**config.mk**
```make
export PLATFORM = sky130hd
export DESIGN_NAME = uart_rx
export DESIGN_NICKNAME = d
export VERILOG_FILES = /design/src/rtl/uart_rx.sv
export SDC_FILE = /design/constraint.sdc
export NUM_CORES = 1
export LEC_CHECK = 0
export CORE_ASPECT_RATIO = 1.1
export CORE_MARGIN = 3
export CORE_UTILIZATION = 60
export DETAILED_ROUTE_END_ITERATION = 7
export GPL_TIMING_DRIVEN = 0
export PLACE_DENSITY_LB_ADDON = 0.08
export SLEW_MARGIN = 10
export SYNTH_ARGS = -nofsm -noshare
export SYNTH_HDL_FRONTEND = slang
export SYNTH_SLANG_ARGS = --single-unit
```
**constraint.sdc**
```tcl
create_clock -name clk_i -period 4.2 [get_ports clk_i]
set_clock_uncertainty 0.15 [all_clocks]
set_input_delay 0.84 -clock clk_i [delete_from_list [all_inputs] [get_ports clk_i]]
set_output_delay 0.84 -clock clk_i [all_outputs]
set_load 0.1 [all_outputs]
```
**src/rtl/uart_rx.sv**
```systemverilog
`default_nettype none
// ============================================================================
// Module   : uart_rx
// Purpose  : 8N1 UART receiver. The asynchronous line is double-flopped and
//            start bits are detected on it. Data bits are sampled mid-bit,
//            LSB first, and the stop bit is checked. Good bytes are presented
//            through a one-entry valid/ready output register.
// Ports    : clk_i        system clock, rising edge
//            nreset_i     synchronous active-low reset
//            rx_i         asynchronous serial line, idle high
//            rx_data_o    received byte, stable while valid_o is high
//            valid_o      rx_data_o holds an unconsumed byte
//            ready_i      consumer accepts the byte when valid_o && ready_i
//            frame_err_o  one-cycle pulse, stop bit sampled low
//            overrun_o    one-cycle pulse, good byte dropped (register full)
// Revision : 1.0 - initial release
// ============================================================================
module uart_rx #(
  parameter int CLK_HZ   = 100_000_000,
  parameter int BIT_RATE = 9600
) (
  input  logic       clk_i,
  input  logic       nreset_i,
  input  logic       rx_i,
  output logic [7:0] rx_data_o,
  output logic       valid_o,
  input  logic       ready_i,
  output logic       frame_err_o,
  output logic       overrun_o
);

  // CLKS_PER_BIT is expected to be at least 4 so HALF_BIT is non-trivial.
  localparam int CLKS_PER_BIT = CLK_HZ / BIT_RATE;
  localparam int HALF_BIT     = CLKS_PER_BIT / 2;
  localparam int CNT_W        = 1 + $clog2(CLKS_PER_BIT);

  localparam logic [CNT_W-1:0] C_FULL_LAST = CNT_W'(CLKS_PER_BIT - 1);
  localparam logic [CNT_W-1:0] C_HALF_LAST = CNT_W'(HALF_BIT - 1);

  typedef enum logic [2:0] {
    ST_IDLE      = 3'd0,
    ST_START     = 3'd1,
    ST_DATA      = 3'd2,
    ST_STOP      = 3'd3,
    ST_WAIT_IDLE = 3'd4
  } state_t;

  state_t           r_state;
  state_t           w_state_next;
  logic             r_sync1;
  logic             r_sync2;
  logic [CNT_W-1:0] r_cnt;
  logic [2:0]       r_bit_idx;
  logic [7:0]       r_shift;
  logic [7:0]       r_data;
  logic             r_valid;
  logic             r_frame_err;
  logic             r_overrun;

  logic             w_rx_s;
  logic             w_tick;
  logic             w_counting;
  logic             w_sample;
  logic             w_good;
  logic             w_bad;
  logic             w_load;
  logic             w_drop;

  assign w_rx_s = r_sync2;

  // --------------------------------------------------------------------------
  // Next-state and per-cycle decode
  // --------------------------------------------------------------------------
  always_comb begin
    w_state_next = r_state;
    w_tick       = 1'b0;
    w_counting   = 1'b0;
    w_sample     = 1'b0;
    w_good       = 1'b0;
    w_bad        = 1'b0;

    case (r_state)
      ST_IDLE: begin
        if (!w_rx_s) begin
          w_state_next = ST_START;
        end
      end

      ST_START: begin
        w_counting = 1'b1;
        w_tick     = (r_cnt == C_HALF_LAST);
        if (w_tick) begin
          // Line back high at mid start bit: treat as a glitch.
          w_state_next = w_rx_s ? ST_IDLE : ST_DATA;
        end
      end

      ST_DATA: begin
        w_counting = 1'b1;
        w_tick     = (r_cnt == C_FULL_LAST);
        if (w_tick) begin
          w_sample = 1'b1;
          if (r_bit_idx == 3'd7) begin
            w_state_next = ST_STOP;
          end
        end
      end

      ST_STOP: begin
        w_counting = 1'b1;
        w_tick     = (r_cnt == C_FULL_LAST);
        if (w_tick) begin
          if (w_rx_s) begin
            w_good       = 1'b1;
            w_state_next = ST_IDLE;
          end else begin
            w_bad        = 1'b1;
            w_state_next = ST_WAIT_IDLE;
          end
        end
      end

      ST_WAIT_IDLE: begin
        // A held break must not retrigger start detection.
        if (w_rx_s) begin
          w_state_next = ST_IDLE;
        end
      end

      default: begin
        w_state_next = ST_IDLE;
      end
    endcase
  end

  // A simultaneous consume frees the register for the incoming byte.
  assign w_load = w_good && (!r_valid || ready_i);
  assign w_drop = w_good && r_valid && !ready_i;

  // --------------------------------------------------------------------------
  // State register and datapath
  // --------------------------------------------------------------------------
  always_ff @(posedge clk_i) begin
    if (!nreset_i) begin
      r_state     <= ST_IDLE;
      r_sync1     <= 1'b1;
      r_sync2     <= 1'b1;
      r_cnt       <= '0;
      r_bit_idx   <= 3'd0;
      r_shift     <= 8'h00;
      r_data      <= 8'h00;
      r_valid     <= 1'b0;
      r_frame_err <= 1'b0;
      r_overrun   <= 1'b0;
    end else begin
      r_sync1 <= rx_i;
      r_sync2 <= r_sync1;
      r_state <= w_state_next;

      // Counter restarts on every state entry and on every tick.
      if (!w_counting || w_tick || (w_state_next != r_state)) begin
        r_cnt <= '0;
      end else begin
        r_cnt <= r_cnt + CNT_W'(1);
      end

      // Index wraps 7 -> 0 on the last data tick; held at 0 outside DATA.
      if (w_sample) begin
        r_shift[r_bit_idx] <= w_rx_s;
        r_bit_idx          <= r_bit_idx + 3'd1;
      end else if (r_state != ST_DATA) begin
        r_bit_idx <= 3'd0;
      end

      if (w_load) begin
        r_data  <= r_shift;
        r_valid <= 1'b1;
      end else if (ready_i) begin
        r_valid <= 1'b0;
      end

      r_frame_err <= w_bad;
      r_overrun   <= w_drop;
    end
  end

  assign rx_data_o   = r_data;
  assign valid_o     = r_valid;
  assign frame_err_o = r_frame_err;
  assign overrun_o   = r_overrun;

endmodule
`default_nettype wire

```
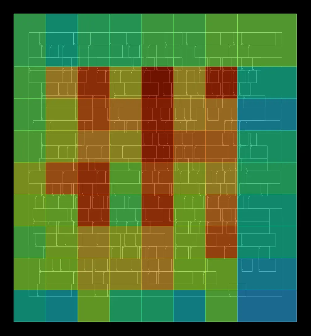
run_1/congestion_map.png
Global Route met2 Usage: 37.3%
met3 usage: 6.78%

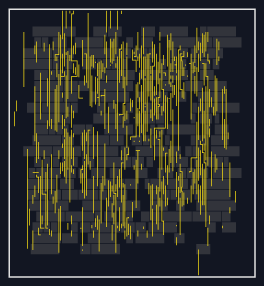
run_1/m2.png
(4 px per um) Cells faint in the background.
nets with wire on the layer: 212
longest straight run: 25.2 um
share of all routed wire: 47%
DR vias: 1735
final WL: 4.30 mm

==> impl_metrics.ini, run 1 <==
; physical design summary
[worst_setup_path]
worst-path-buf-inv = 1
r2r-end = r_shift[2]
startpoint_type = flop
worstPathCellList = clkdlybuf4s50_1
crit_path_start = overrun_o
worstSetupEndpointType = output port
reg2reg_slack_ps = 2090
arrival_ps = 1860
cp-endpoint = overrun_o
path_depth = 1
worstRegToRegCells = 7
r2r_start = r_cnt[0]
worst-setup-path-type = flop to output port
cp_slowest_cell = clkdlybuf4s50_1
crit_family = buffers and inverters
crit_required_ps = 3210
max_stage_delay_ps = 1160

[layout]
biggestCellCategory = combinational gates
comb_share_pct = 46.5
drive_above_1_share_pct = 11.9
synthToLayoutAreaGrowth_pct = 12.1
logic_area_um2 = 1040
fin_util_pct = 71.8
final_cells = 278
nNetsFinal = 250
largest_register_ffs = 15
seq_cell_count = 42
top_register = r_cnt
fillers = 265
sh_seq_area_pct = 37.5
flop_area_um2 = 841
inv_count = 3
fin_area_um2 = 2240
clkbuf_count = 7
antennaDiodeCount = 0
nNonClkBuffers = 31
comb.multi_input.count = 160
layout.nonclk_buf_share_pct = 11.0
final_cell_mix = dfxtp_1, a21oi_1, nor3_1

[run_status]
outcome = completed

[clock_tree]
cts_resized = 0
cts_buffers = 5
cts_buffer_depth = 2
cts_root_buf = clkbuf_4
cts_hold_buf = 0
clkLatencyLatePin_ps = 350
cts_setup_buffers = 0
htreeDepth = 2
cts_tree = done
cts_num_sinks = 42

[final_timing]
maxSlewViolCount = 0
fmax_mhz = 351
fin_ws_ps = 1350
period_needed_ps = 2850
grt_setup_unrepaired = false
fin_crit_sh_pct = 67.8
worst_slew_pin_slew_ps = 1010
holdWs_ps = 269

[die]
fp_util_pct = 64.0
tapCellCount = 34
die_area_um2 = 4070
rows = 21
die_w_um = 61.1
dieHeight_um = 66.6
top_level_ports = 15
coreArea_um2 = 3130

[power]
p_per_area_nw_per_um2 = 276
clockPowerShare_pct = 32.8
p_int_uw = 487
power_frac_seq_pct = 64.8
maxPowerGroup = registers
power_frac_comb_pct = 2.5
peakVddDrop_mv = 0.266
netSwitchingPower_uw = 133
pg_seq_uw = 402
powerClk_uw = 203
comb-power_uw = 15.2
leakage_uw = 0.000704
switching_share_pct = 21.4

[routing]
highest_layer = met4
wl_met1_mm = 1.95
drc_errors = 0
wl_per_cell_um = 15.4
drtAntennaViolNets = 0
wl_met3_um = 219
drt_iter0_markers = 147

[synth]
ys_types = 44
ys_cells = 222
topCombFamilyByArea = simple AND/OR/NAND/NOR gates
ys_sh_simple_pct = 31.6
adder_share_pct = 1.88
yosys_warnings = 0
synth_cells = 222
async_reset_ff_share_pct = 0
mux_share_pct = 0
synthXorXnorAreaFrac_pct = 4.81
topCellsByArea = dfxtp_1, a21oi_1, nand4_1
numSynthFlops = 42
aoi_share_pct = 13.9
top_area_share_pct = 42.0
avgSynthCellArea_um2 = 9.02
yosysSeqAreaShare_pct = 42.0
synthFlopType = dfxtp_1
syn_area_um2 = 2000
largest_area_cell = dfxtp_1
yosys.cell_count.top_type = dfxtp_1
synth-edff-count = 0
syn_nets = 229

[global_route]
grt_max_degree = 13
antenna_found_initial = 0
grt_overflow_total = 0
grtUsageMet1_pct = 30.8
grt_usage_pct = 24.2
grt_busiest_layer = met2
grt_pass1_wl_mm = 7.33
first_global_vias = 1606

[place]
hpwlAfterDp_mm = 3.22
io_buffers = 14
dp_slack_ps = 1560
place_congestion = 0.848
placed_cells = 270
placed_area_um2 = 2180

[run]
drv_cap = 0
tool_warnings = 26

[min_path]
worstHoldStart = r_sync1
min_to = r_sync2
hold_depth = 1
hold_class = flop to flop
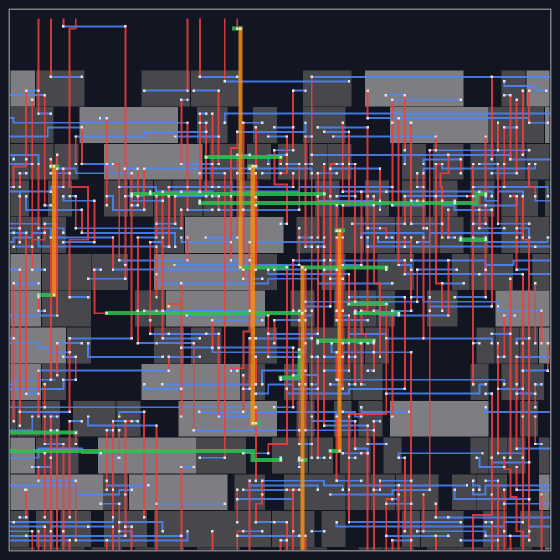
run_1/closeup.png
Region (11, 27) to (51, 67) um. Cells in gray, sequential cells in the stronger gray; small squares are vias.
| color | layer |
|---|---|
| blue | M1 |
| orange | M4 |
| red | M2 |
| green | M3 |
cells with their middle in the window: 130
most frequent: a21oi_1 (18), dfxtp_1 (15), nand2_1 (12)
sequential cells in the window: 15
netlist names of flops here include: r_shift (6), r_cnt (3), rx_data_o (2)

--- run 2 (diff from run 1) ---
Settings changed: CORE_UTILIZATION 60 to 52.
Clock period 4.2 ns to 2.47 ns, I/O delays scaled along.
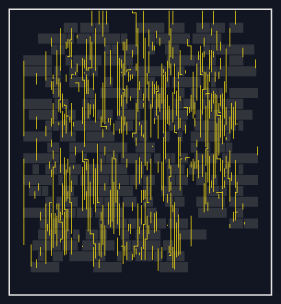
run_2/m2.png
(4 px per um) Cells faint in the background.
longest straight run: 32.0 um
main direction: vertical
share of all routed wire: 44%
wire length on this layer: 1890 um
nets with wire on the layer: 212
final WL: 4.26 mm
DR vias: 1705

==> run 2 against run 1 <==
Against the previous run:
- sequential share of layout area is 1.2 points lower
- flip-flop count stayed put
- highest routed layer unchanged
- sequential power is about 70% higher
- critical path type unchanged
- critical endpoint is now rx_data_o[2]
- critical path depth stayed put
==> impl_metrics.ini, run 2 <==
; physical design summary
[final_timing]
period_needed_ps = 2410
worst_slew_pin_slew_ps = 1000
grt_setup_unrepaired = false
maxSlewViolCount = 0
holdWs_ps = 278
fmax_mhz = 414
fin_ws_ps = 55.8
setup_violations = 0
fin_crit_sh_pct = 97.7

[routing]
drt_iter0_markers = 162
highest_layer = met4
drc_errors = 0
met2RoutedLength_mm = 1.89
viasPerCell = 5.80
drtAntennaViolNets = 0
dr.pass1.iters = 4
wl_met1_mm = 2.14
wl_met3_um = 158
wl_per_cell_um = 14.5

[min_path]
hold_class = flop to flop
hold_depth = 1
worstHoldStart = r_sync1
min_to = r_sync2

[synth]
yosys_area_um2 = 2000
syn_area_um2 = 2000
adder_share_pct = 1.88
topCombFamilyByArea = simple AND/OR/NAND/NOR gates
topCellsByArea = dfxtp_1, a21oi_1, nand4_1
yosys.cell_count.top_type = dfxtp_1
numSynthFlops = 42
synthFlopType = dfxtp_1
yosysSeqAreaShare_pct = 42.0
ys_cells = 222
synthXorXnorAreaFrac_pct = 4.81
ys_types = 44
mux_share_pct = 0
largest_area_cell = dfxtp_1
syn_nets = 229
ys_sh_simple_pct = 31.6
synth-edff-count = 0
synth_cells = 222
async_reset_ff_share_pct = 0
top_area_share_pct = 42.0
aoi_share_pct = 13.9
yosys_warnings = 0
avgSynthCellArea_um2 = 9.02

[die]
fp_util_pct = 54.3
top_level_ports = 15
dieHeight_um = 71.1
die_w_um = 65.2
tapCellCount = 50
die_area_um2 = 4630
rows = 23
coreArea_um2 = 3680

[worst_setup_path]
path_depth = 1
max_stage_delay_ps = 1130
crit_path_start = rx_data_o[2]
worstPathCellList = clkdlybuf4s50_1
crit_required_ps = 1830
crit_family = buffers and inverters
worstSetupEndpointType = output port
r2r_start = r_cnt[0]
cp_slowest_cell = clkdlybuf4s50_1
r2r-end = r_cnt[10]
arrival_ps = 1770
worst-setup-path-type = flop to output port
worstRegToRegCells = 6
worst-path-buf-inv = 1
cp-endpoint = rx_data_o[2]
startpoint_type = flop
reg2reg_slack_ps = 290

[layout]
nNonClkBuffers = 31
layout.nonclk_buf_share_pct = 10.7
seq_cell_count = 42
fillers = 356
clock_cell_area_share_pct = 4.75
logic_area_um2 = 1040
comb.multi_input.count = 160
inv_count = 3
drive_above_1_share_pct = 11.9
largest_register_ffs = 15
synthToLayoutAreaGrowth_pct = 15.7
flop_area_um2 = 841
sh_seq_area_pct = 36.3
final_cells = 294
fin_util_pct = 62.9
fin_area_um2 = 2320
clkbuf_count = 6
top_register = r_cnt
nNetsFinal = 250
antennaDiodeCount = 0
final_cell_mix = dfxtp_1, a21oi_1, nor3_1
biggestCellCategory = combinational gates

[power]
power_frac_seq_pct = 54.7
comb-power_uw = 25.9
powerClk_uw = 539
netSwitchingPower_uw = 256
maxPowerGroup = registers
leakage_uw = 0.000739
switching_share_pct = 20.5
power_frac_comb_pct = 2.1
peakVddDrop_mv = 0.307
clockPowerShare_pct = 43.2
pg_seq_uw = 682
p_int_uw = 992
p_per_area_nw_per_um2 = 538

[place]
hpwlAfterDp_mm = 3.05
placed_area_um2 = 2200
placed_cells = 286
io_buffers = 14
dp_slack_ps = 171
place_congestion = 0.820

[global_route]
grtUsageMet1_pct = 28.2
grtUsageMet3_pct = 4.92
grt_pass1_wl_mm = 7.33
first_global_vias = 1538
grt_overflow_total = 0
grt_max_degree = 14
grt_busiest_layer = met2
grt_usage_pct = 20.0
antenna_found_initial = 0
grtUsageMet2_pct = 29.4

[clock_tree]
clk_pin_slew_ps = 80
cts_resized = 0
cts_root_buf = clkbuf_8
cts_hold_buf = 0
cts_buffers = 5
cts_num_sinks = 42
cts_buffer_depth = 2
cts_tree = done
cts_setup_buffers = 0
htreeDepth = 2
clkLatencyLatePin_ps = 300

[run_status]
outcome = completed

[run]
drv_cap = 0
tool_warnings = 26
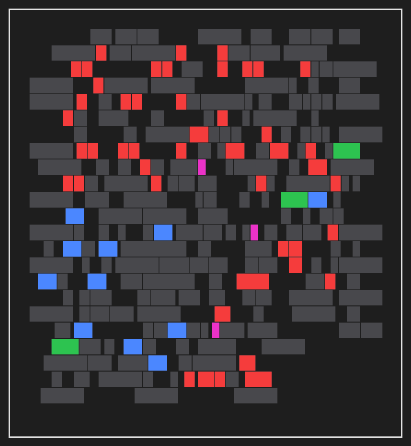
run_2/gates.png
(6 px per um)
| color | family | cells | most used |
|---|---|---|---|
| blue | xor and xnor cells | 11 | xor2_1 |
| magenta | inv cells | 3 | inv_1 |
| red | aoi and oai cells | 47 | a21oi_1 |
| green | fa/ha/maj cells | 3 | ha_1 |
dominant logic cell type in the layout: dfxtp_1
Comb/total area: 45.0%

--- run 3 (diff from run 2) ---
--- a/config.mk
+++ b/config.mk
@@ -6,7 +6,9 @@
 export NUM_CORES = 1
 export LEC_CHECK = 0
+export CELL_PAD_IN_SITES_DETAIL_PLACEMENT = 0
+export CELL_PAD_IN_SITES_GLOBAL_PLACEMENT = 2
 export CORE_ASPECT_RATIO = 1.1
 export CORE_MARGIN = 3
-export CORE_UTILIZATION = 52
+export CORE_UTILIZATION = 32
 export DETAILED_ROUTE_END_ITERATION = 7
 export GPL_TIMING_DRIVEN = 0
==> constraint.sdc (replaced) <==
create_clock -name clk_i -period 2.47 [get_ports clk_i]
set_clock_uncertainty 0.15 [all_clocks]
set_input_delay 0.3705 -clock clk_i [delete_from_list [all_inputs] [get_ports clk_i]]
set_output_delay 0.3705 -clock clk_i [all_outputs]
set_load 0.1 [all_outputs]
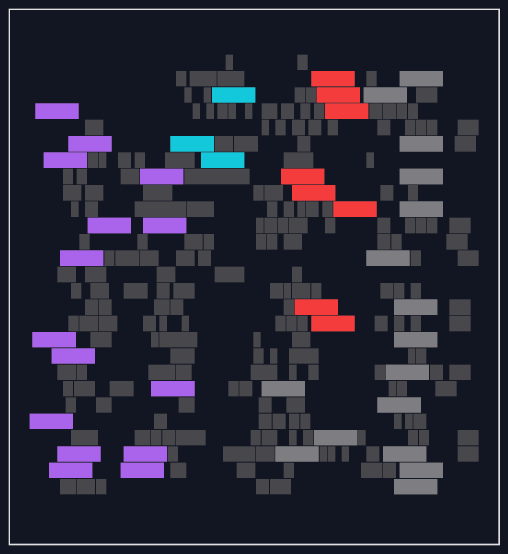
run_3/ff_map.png
(6 px per um) Other sequential cells in the stronger gray, the rest of the logic in the fainter gray.
| color | signal | sequential cells |
|---|---|---|
| red | r_shift | 8 |
| cyan | r_bit_idx | 3 |
| purple | r_cnt | 15 |
not colored: 16
Seq area share: 35.8%
register area: 841 um^2
Final Core Density: 39.7%
seq pwr: 682 uW

==> run 3 against run 2 <==
Against the previous run:
- synthesized area did not move
- first-iteration DRC count fell by 33%
- cell area rose by 1.3%
- highest routed layer unchanged
==> impl_metrics.ini, run 3 <==
; physical design summary
[synth]
ys_sh_simple_pct = 31.6
yosys.cell_count.top_type = dfxtp_1
syn_nets = 229
topCellsByArea = dfxtp_1, a21oi_1, nand4_1
synthFlopType = dfxtp_1
topCombFamilyByArea = simple AND/OR/NAND/NOR gates
yosys_area_um2 = 2000
yosys_warnings = 0
adder_share_pct = 1.88
synth-edff-count = 0
largest_area_cell = dfxtp_1
syn_area_um2 = 2000

[clock_tree]
cts_buffer_depth = 2
cts_hold_buf = 0
htreeDepth = 2
cts_resized = 0

[layout]
layout.nonclk_buf_share_pct = 10.5
clock_cell_area_share_pct = 4.69
inv_count = 3
comb_share_pct = 44.4
top_register = r_cnt
nNetsFinal = 250
comb.multi_input.count = 160
largest_register_ffs = 15
clkbuf_count = 6
drive_above_1_share_pct = 11.9
nNonClkBuffers = 31

[place]
placed_area_um2 = 2240
hpwlAfterDp_mm = 3.61

[routing]
drc_errors = 0
drtAntennaViolNets = 0
wl_met1_mm = 1.97
wl_met3_um = 152
dr_total_vias = 1684
drt_iter0_markers = 109

[power]
switching_share_pct = 20.8
comb-power_uw = 25.7
p_per_area_nw_per_um2 = 533
power_frac_seq_pct = 54.5
peakVddDrop_mv = 0.347
powerClk_uw = 544
power_frac_comb_pct = 2.1

[final_timing]
worst_slew_pin_slew_ps = 965
period_needed_ps = 2290
grt_setup_unrepaired = false

[global_route]
grt_usage_pct = 15.3
antenna_found_initial = 0
grt_overflow_total = 0
grt_pass1_wl_mm = 8.50

[worst_setup_path]
worstPathCellList = clkdlybuf4s50_1
path_depth = 1
arrival_ps = 1770
crit_required_ps = 1950
worstSetupEndpointType = output port
cp_slowest_cell = clkdlybuf4s50_1
crit_family = buffers and inverters
worst-setup-path-type = flop to output port
max_stage_delay_ps = 1130
r2r-end = r_cnt[10]
worst-path-buf-inv = 1

[min_path]
min_to = r_sync2

[die]
tapCellCount = 77
coreArea_um2 = 5910

[run_status]
outcome = completed
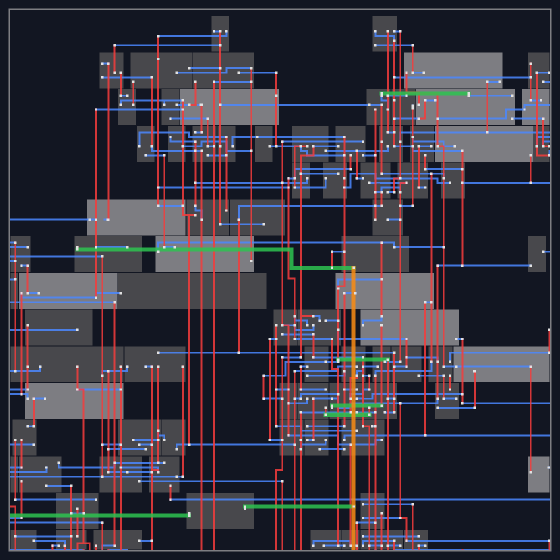
run_3/closeup.png
Region (21, 42) to (61, 82) um. Cells in gray, sequential cells in the stronger gray; small squares are vias.
| color | layer |
|---|---|
| blue | M1 |
| orange | M4 |
| green | M3 |
| red | M2 |
cells with their middle in the window: 77
most frequent: a21oi_1 (11), dfxtp_1 (11), nand2_1 (6)
netlist names of flops here include: r_shift (6), r_bit_idx (3), r_cnt (2)
sequential cells in the window: 11

Power figures rest on the tool's default switching activity, not on a simulated workload.
